$ cat src/rtl/upower_mem_pkg.sv
// Shared definitions for the uPOWER data-memory responder: access sizes, FSM states
// and helpers that decode an access size into alignment and lane masks.
package upower_mem_pkg;

  localparam logic [1:0] SIZE_B = 2'b00;
  localparam logic [1:0] SIZE_H = 2'b01;
  localparam logic [1:0] SIZE_W = 2'b10;
  localparam logic [1:0] SIZE_D = 2'b11;

  typedef enum logic [1:0] {
    StIdle = 2'b00,
    StWait = 2'b01,
    StResp = 2'b10
  } state_e;

  // Byte accesses can never be misaligned.
  function automatic logic misaligned(input logic [1:0] size, input logic [2:0] addr_lo);
    logic mis;
    unique case (size)
      SIZE_B:  mis = 1'b0;
      SIZE_H:  mis = addr_lo[0];
      SIZE_W:  mis = |addr_lo[1:0];
      default: mis = |addr_lo;
    endcase
    return mis;
  endfunction

  function automatic logic [7:0] byte_mask(input logic [1:0] size);
    logic [7:0] m;
    unique case (size)
      SIZE_B:  m = 8'h01;
      SIZE_H:  m = 8'h03;
      SIZE_W:  m = 8'h0f;
      default: m = 8'hff;
    endcase
    return m;
  endfunction

  function automatic logic [63:0] data_mask(input logic [1:0] size);
    logic [63:0] m;
    unique case (size)
      SIZE_B:  m = 64'h0000_0000_0000_00ff;
      SIZE_H:  m = 64'h0000_0000_0000_ffff;
      SIZE_W:  m = 64'h0000_0000_ffff_ffff;
      default: m = 64'hffff_ffff_ffff_ffff;
    endcase
    return m;
  endfunction

endpackage

$ cat src/rtl/upower_lane_merge.sv
// Little-endian byte-lane merge/extract for one 64-bit doubleword. Purely combinational;
// assumes lane is aligned to size so the access never crosses the doubleword.
module upower_lane_merge
  import upower_mem_pkg::*;
(
  input  logic [63:0] old_dword_i,
  input  logic [63:0] wdata_i,
  input  logic [2:0]  lane_i,
  input  logic [1:0]  size_i,
  output logic [63:0] merged_o,
  output logic [63:0] rdata_o
);

  logic [7:0]  byte_en;
  logic [63:0] wdata_shifted;
  logic [63:0] dword_shifted;

  always_comb begin
    byte_en       = byte_mask(size_i) << lane_i;
    wdata_shifted = wdata_i << {lane_i, 3'b000};
    dword_shifted = old_dword_i >> {lane_i, 3'b000};
    for (int i = 0; i < 8; i++) begin
      merged_o[8*i +: 8] = byte_en[i] ? wdata_shifted[8*i +: 8] : old_dword_i[8*i +: 8];
    end
    rdata_o = dword_shifted & data_mask(size_i);
  end

endmodule

$ cat src/rtl/upower_dmem_responder.sv
// Target end of the core's load/store interface: one request at a time, LATENCY wait
// states, then a held response. Writes and read sampling both land on the edge entering RESP.
module upower_dmem_responder
  import upower_mem_pkg::*;
#(
  parameter int unsigned DEPTH   = 32,
  parameter int unsigned LATENCY = 2
) (
  input  logic        clk,
  input  logic        reset,
  input  logic        req_valid,
  output logic        req_ready,
  input  logic        req_we,
  input  logic [1:0]  req_size,
  input  logic [63:0] req_addr,
  input  logic [63:0] req_wdata,
  output logic        resp_valid,
  input  logic        resp_ready,
  output logic [63:0] resp_rdata,
  output logic        resp_err
);

  localparam int unsigned IdxW      = $clog2(DEPTH);
  localparam int unsigned CntW      = (LATENCY > 1) ? $clog2(LATENCY) : 1;
  localparam logic [63:0] AddrLimit = 64'(DEPTH) * 64'd8;

  state_e            state_q, state_d;
  logic [CntW-1:0]   cnt_q, cnt_d;
  logic              we_q;
  logic [1:0]        size_q;
  logic [63:0]       addr_q;
  logic [63:0]       wdata_q;
  logic [63:0]       rdata_q;
  logic              err_q;
  logic [63:0]       mem_q [DEPTH];

  logic              latch_en;
  logic              commit;
  logic              cur_we;
  logic [1:0]        cur_size;
  logic [63:0]       cur_addr;
  logic [63:0]       cur_wdata;
  logic              cur_err;
  logic [IdxW-1:0]   cur_idx;
  logic [63:0]       merged;
  logic [63:0]       extracted;

  // With LATENCY=0 the commit edge is the accept edge, so the live request is used directly.
  always_comb begin
    if (state_q == StIdle) begin
      cur_we    = req_we;
      cur_size  = req_size;
      cur_addr  = req_addr;
      cur_wdata = req_wdata;
    end else begin
      cur_we    = we_q;
      cur_size  = size_q;
      cur_addr  = addr_q;
      cur_wdata = wdata_q;
    end
    cur_err = (cur_addr >= AddrLimit) || misaligned(cur_size, cur_addr[2:0]);
    cur_idx = cur_addr[3 +: IdxW];
  end

  upower_lane_merge u_lane_merge (
    .old_dword_i (mem_q[cur_idx]),
    .wdata_i     (cur_wdata),
    .lane_i      (cur_addr[2:0]),
    .size_i      (cur_size),
    .merged_o    (merged),
    .rdata_o     (extracted)
  );

  always_comb begin
    state_d  = state_q;
    cnt_d    = cnt_q;
    latch_en = 1'b0;
    commit   = 1'b0;
    unique case (state_q)
      StIdle: begin
        if (req_valid) begin
          latch_en = 1'b1;
          if (LATENCY == 0) begin
            state_d = StResp;
            commit  = 1'b1;
          end else begin
            state_d = StWait;
            cnt_d   = CntW'(LATENCY - 1);
          end
        end
      end
      StWait: begin
        if (cnt_q == '0) begin
          state_d = StResp;
          commit  = 1'b1;
        end else begin
          cnt_d = cnt_q - CntW'(1);
        end
      end
      StResp: begin
        if (resp_ready) state_d = StIdle;
      end
      default: state_d = StIdle;
    endcase
  end

  always_ff @(posedge clk) begin
    if (reset) begin
      state_q <= StIdle;
      cnt_q   <= '0;
      rdata_q <= '0;
      err_q   <= 1'b0;
    end else begin
      state_q <= state_d;
      cnt_q   <= cnt_d;
      if (commit) begin
        rdata_q <= (cur_err || cur_we) ? 64'd0 : extracted;
        err_q   <= cur_err;
      end
    end
  end

  always_ff @(posedge clk) begin
    if (latch_en) begin
      we_q    <= req_we;
      size_q  <= req_size;
      addr_q  <= req_addr;
      wdata_q <= req_wdata;
    end
  end

  // Storage is deliberately not reset; a reset during WAIT simply never commits.
  always_ff @(posedge clk) begin
    if (!reset && commit && cur_we && !cur_err) begin
      mem_q[cur_idx] <= merged;
    end
  end

  assign req_ready  = (state_q == StIdle);
  assign resp_valid = (state_q == StResp);
  assign resp_rdata = rdata_q;
  assign resp_err   = err_q;

endmodule
$ cat config.mk
export PLATFORM = sky130hd
export DESIGN_NAME = upower_dmem_responder
export DESIGN_NICKNAME = d
export VERILOG_FILES = /design/src/rtl/upower_mem_pkg.sv /design/src/rtl/upower_lane_merge.sv /design/src/rtl/upower_dmem_responder.sv
export SDC_FILE = /design/constraint.sdc
export NUM_CORES = 2
export LEC_CHECK = 0
export ABC_AREA = 1
export CAP_MARGIN = 30
export CORE_MARGIN = 2
export CORE_UTILIZATION = 35
export CTS_CLUSTER_SIZE = 30
export DETAILED_ROUTE_END_ITERATION = 10
export DONT_BUFFER_PORTS = 1
export PLACE_DENSITY = 0.51
export SLEW_MARGIN = 20
export SYNTH_ARGS = -nofsm -noshare
export SYNTH_HDL_FRONTEND = slang
export SYNTH_SLANG_ARGS = --single-unit
$ cat constraint.sdc
create_clock -name clk -period 6 [get_ports clk]
set_input_delay 1.8 -clock clk [delete_from_list [all_inputs] [get_ports clk]]
set_output_delay 1.8 -clock clk [all_outputs]
set_load 0.1 [all_outputs]
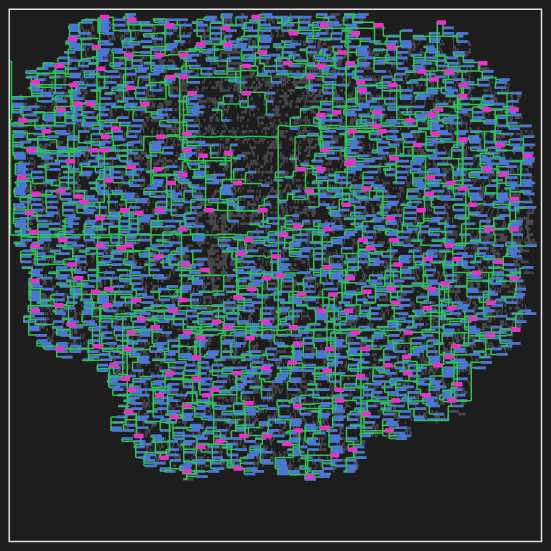
Figure 1: clock wires, drivers and flops.
Scale: 1 px per µm.
clock wires: shown in green, length 29.3 mm. clock drivers: shown in magenta, count 239. flip-flops: shown in blue, count 2,247.
Position of the flops: widely spread. There are 240 routed clock nets.
Clk pwr share: 35.8%
Clock Skews: 86.0 ps
Clock Power: 15.0 mW
Late-Pin Clk Latency: 930 ps

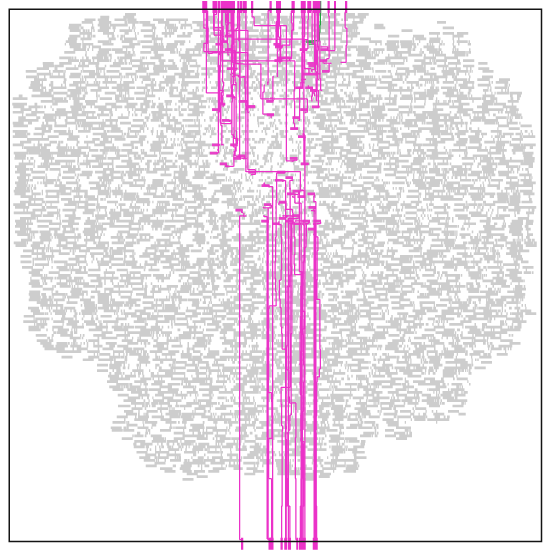
Figure 2: wires at chosen ports, followed through buffers.
Scale: 1 px per µm.
resp_err: shown in green, direction output, edge top, end cells 1, buffers 0, wire 46.4 µm. resp_rdata: shown in magenta, direction output, edge 43 top, 21 bottom, end cells 64, buffers 37, wire 12,200 µm.
# IOs: 202
I/O Buffers: 0

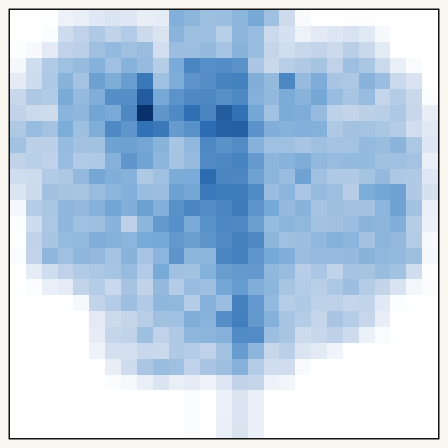
Figure 3: wiring heat map.
The die is cut into 27 by 27 equal tiles; white is low, dark blue is high, scaled to the fullest tile. Values are wire area over tile area, all layers added.
The fullest tile reaches 0.67. The densest ninth of the die: center. 22% of the tiles are nearly empty.
gr usage total: 23.6%
final WL: 338,000 µm
wire per inst: 24.8 µm
vias after detailed routing: 68,600

==> job_summary.md <==
### Flow metrics

| Metric | Value |
|---|---|
| Status | `finished, final reports clean` |
| 1st-iter DRT viols | `a little under 8,000` |
| Reg clk slew, reported paths | `60 ps` |
| Tool warnings | `37` |
| Fillers | `26,900` |
| Flops after synth | `2,247` |
| Die span in x | `531 µm` |
| Mux share | `less than 1%` |
| Min-delay src | `cnt_q$_SDFFE_PP0P_` |
| Vias in the first global route | `64,200` |
| Post_cts resized | `0` |
| Dpl ws | `roughly 630 ps` |
| Reg2reg setup slack | `1270 ps` |
| RSZ-0062 raised after global routing | `no` |
| # setup viols final | `0` |
| Maxcap violations | `0` |
| Post-CTS Setup Bufs | `0` |
| Grt total ovfl | `0` |
| Worst reg2reg path depth | `12` |
| Mapped Nets | `9,747` |
| Critical R2R Launch | `state_q[1]$_SDFFE_PP0P_` |
| Crit Path Class | `reg2reg` |
| Largest net degree at the start of global routing | `~120` |
| Max Root-Sink Buffers | `4` |
| Most common reg cell | `edfxtp_1` |
| Critical Path RT | `around 6600 ps` |
| DIE AREA | `about 280,000 µm²` |
| DRC viols | `0` |
| Slowest cell on the critical path | `nor4_2` |
| Distinct lib cells used | `40` |
| Post-DP HPWL | `208,000 µm` |
| Hold Crit Endpoint | `state_q[0]$_SDFFE_PP0P_` |
| Die Y | `531 µm` |
| Routed Antenna Nets | `0` |
| Cell Chain, Critical Path | `nor2_8 > nand2_1 > o21ai_4 > buf_4 > o21ai_0 > nand3b_1 > nand2_1 > nor4_2 > nand3_1 > buf_4 > nor2_4 > buf_4` |
| First-pass GRT wire length | `478,000 µm` |
| Fin crit period | `4730 ps` |
| Worst EP arrival | `5270 ps` |
| CTS Hold Bufs | `0` |
| First-pass DRT Iterations | `8` |
| CTS sink cnt | `~2,200` |
| Root Buffer Master | `clkbuf_16` |
| Ao+oa area frac | `approximately 5.1%` |
| Tcrit/Tclk final | `about four fifths` |
## cell type report
cell class | instances | area [µm²] | share of cell area, %
timing repair buffer | 369 | 4670 | 4.15
sequential | 2247 | 66800 | 59.4
antenna | 2 | 5.00 | 0.00445
clock buffer | 303 | 6240 | 5.55
inverter | 1035 | 3900 | 3.46
tap | 3705 | 4640 | 4.12
multi-input combinational | 5857 | 24800 | 22.0
clock inverter | 134 | 1520 | 1.35
## state kept, by name, summed over array words and instances (netlist names)
signal,flops
we_q,1
addr_q,64
size_q,2
cnt_q,1
resp_rdata,64
resp_err,1
wdata_q,64
state_q,2
mem_q,2048
## critical path, delay by kind of cell (launching register included)
kind	cells	cell delay, ps
compound gates	2	390
buf+inv	3	1150
flops	1	370
simple gates	7	2370
## cells in the mapped netlist (2+ instances only)
cell type / count / area share (%)
nand2_1: 3937 / 15
edfxtp_1: 2179 / 67
inv_1: 1026 / 4.0
o21ai_0: 695 / 3.6
nor2_1: 598 / 2.3
nand3_1: 239 / 1.2
buf_2: 219 / 1.1
clkbuf_1: 182 / 0.70
o21ai_1: 112 / 0.58
a21oi_1: 93 / 0.48
dfxtp_1: 68 / 1.4
mux2i_1: 40 / 0.41
buf_1: 39 / 0.15
o221ai_1: 31 / 0.28
buf_4: 21 / 0.16
or2_2: 21 / 0.14
nor3_1: 16 / 0.082
o22ai_1: 13 / 0.084
buf_6: 12 / 0.14
nand4_1: 12 / 0.077
inv_2: 9 / 0.035
a31oi_1: 6 / 0.039
nand2_2: 6 / 0.039
nand3b_1: 6 / 0.046
nor3b_1: 6 / 0.046
nor2_2: 4 / 0.026
nand2_4: 3 / 0.035
nor2_4: 3 / 0.035
o211ai_1: 3 / 0.023
a211oi_1: 2 / 0.015
o21ai_2: 2 / 0.018
## power by group
group          switching (mW)  internal (mW)
registers              0.0239           18.9
logic                    6.17           1.88
clock network            6.30           8.74
## layout by cell type, fill, tap and decap left out, types with 8 or more instances in the layout
cell / instances
o21ai_1: 123
or2_2: 21
o22ai_1: 11
inv_1: 1025
o21ai_0: 644
buf_16: 20
clkinv_2: 32
edfxtp_1: 2179
nor3_1: 8
o221ai_1: 31
o21ai_2: 36
nor2_1: 564
nand4_1: 12
clkinv_1: 55
clkbuf_16: 240
nand2_1: 3936
dfxtp_1: 54
buf_12: 122
clkbuf_1: 63
nand3_1: 239
a21oi_1: 87
dfxtp_2: 14
bufinv_16: 33
mux2i_1: 40
nor2_4: 35
buf_4: 213
## through the flow
step / std cells / power [mW] / util, %
after floorplan: 9612 / 23.1 / -
after global placement: 13200 / 27.2 / 37.7
after detailed placement: 13200 / 27.3 / 37.9
after CTS: 13600 / 42.2 / 40.7
after global routing: 13700 / 43.4 / 40.7
final: 13700 / 42.0 / 40.7
## layer usage
layer  vias to the layer above  GRT usage [%]  part of all wire, %
li1                      31500              -                    -
met1                     33800           32.4                   42
met2                      2670           37.7                   46
met3                       524           3.10                  6.8
met4                         0           9.49                  4.5
met5                         -              0                    0
Power is estimated from default activity; no workload was simulated.
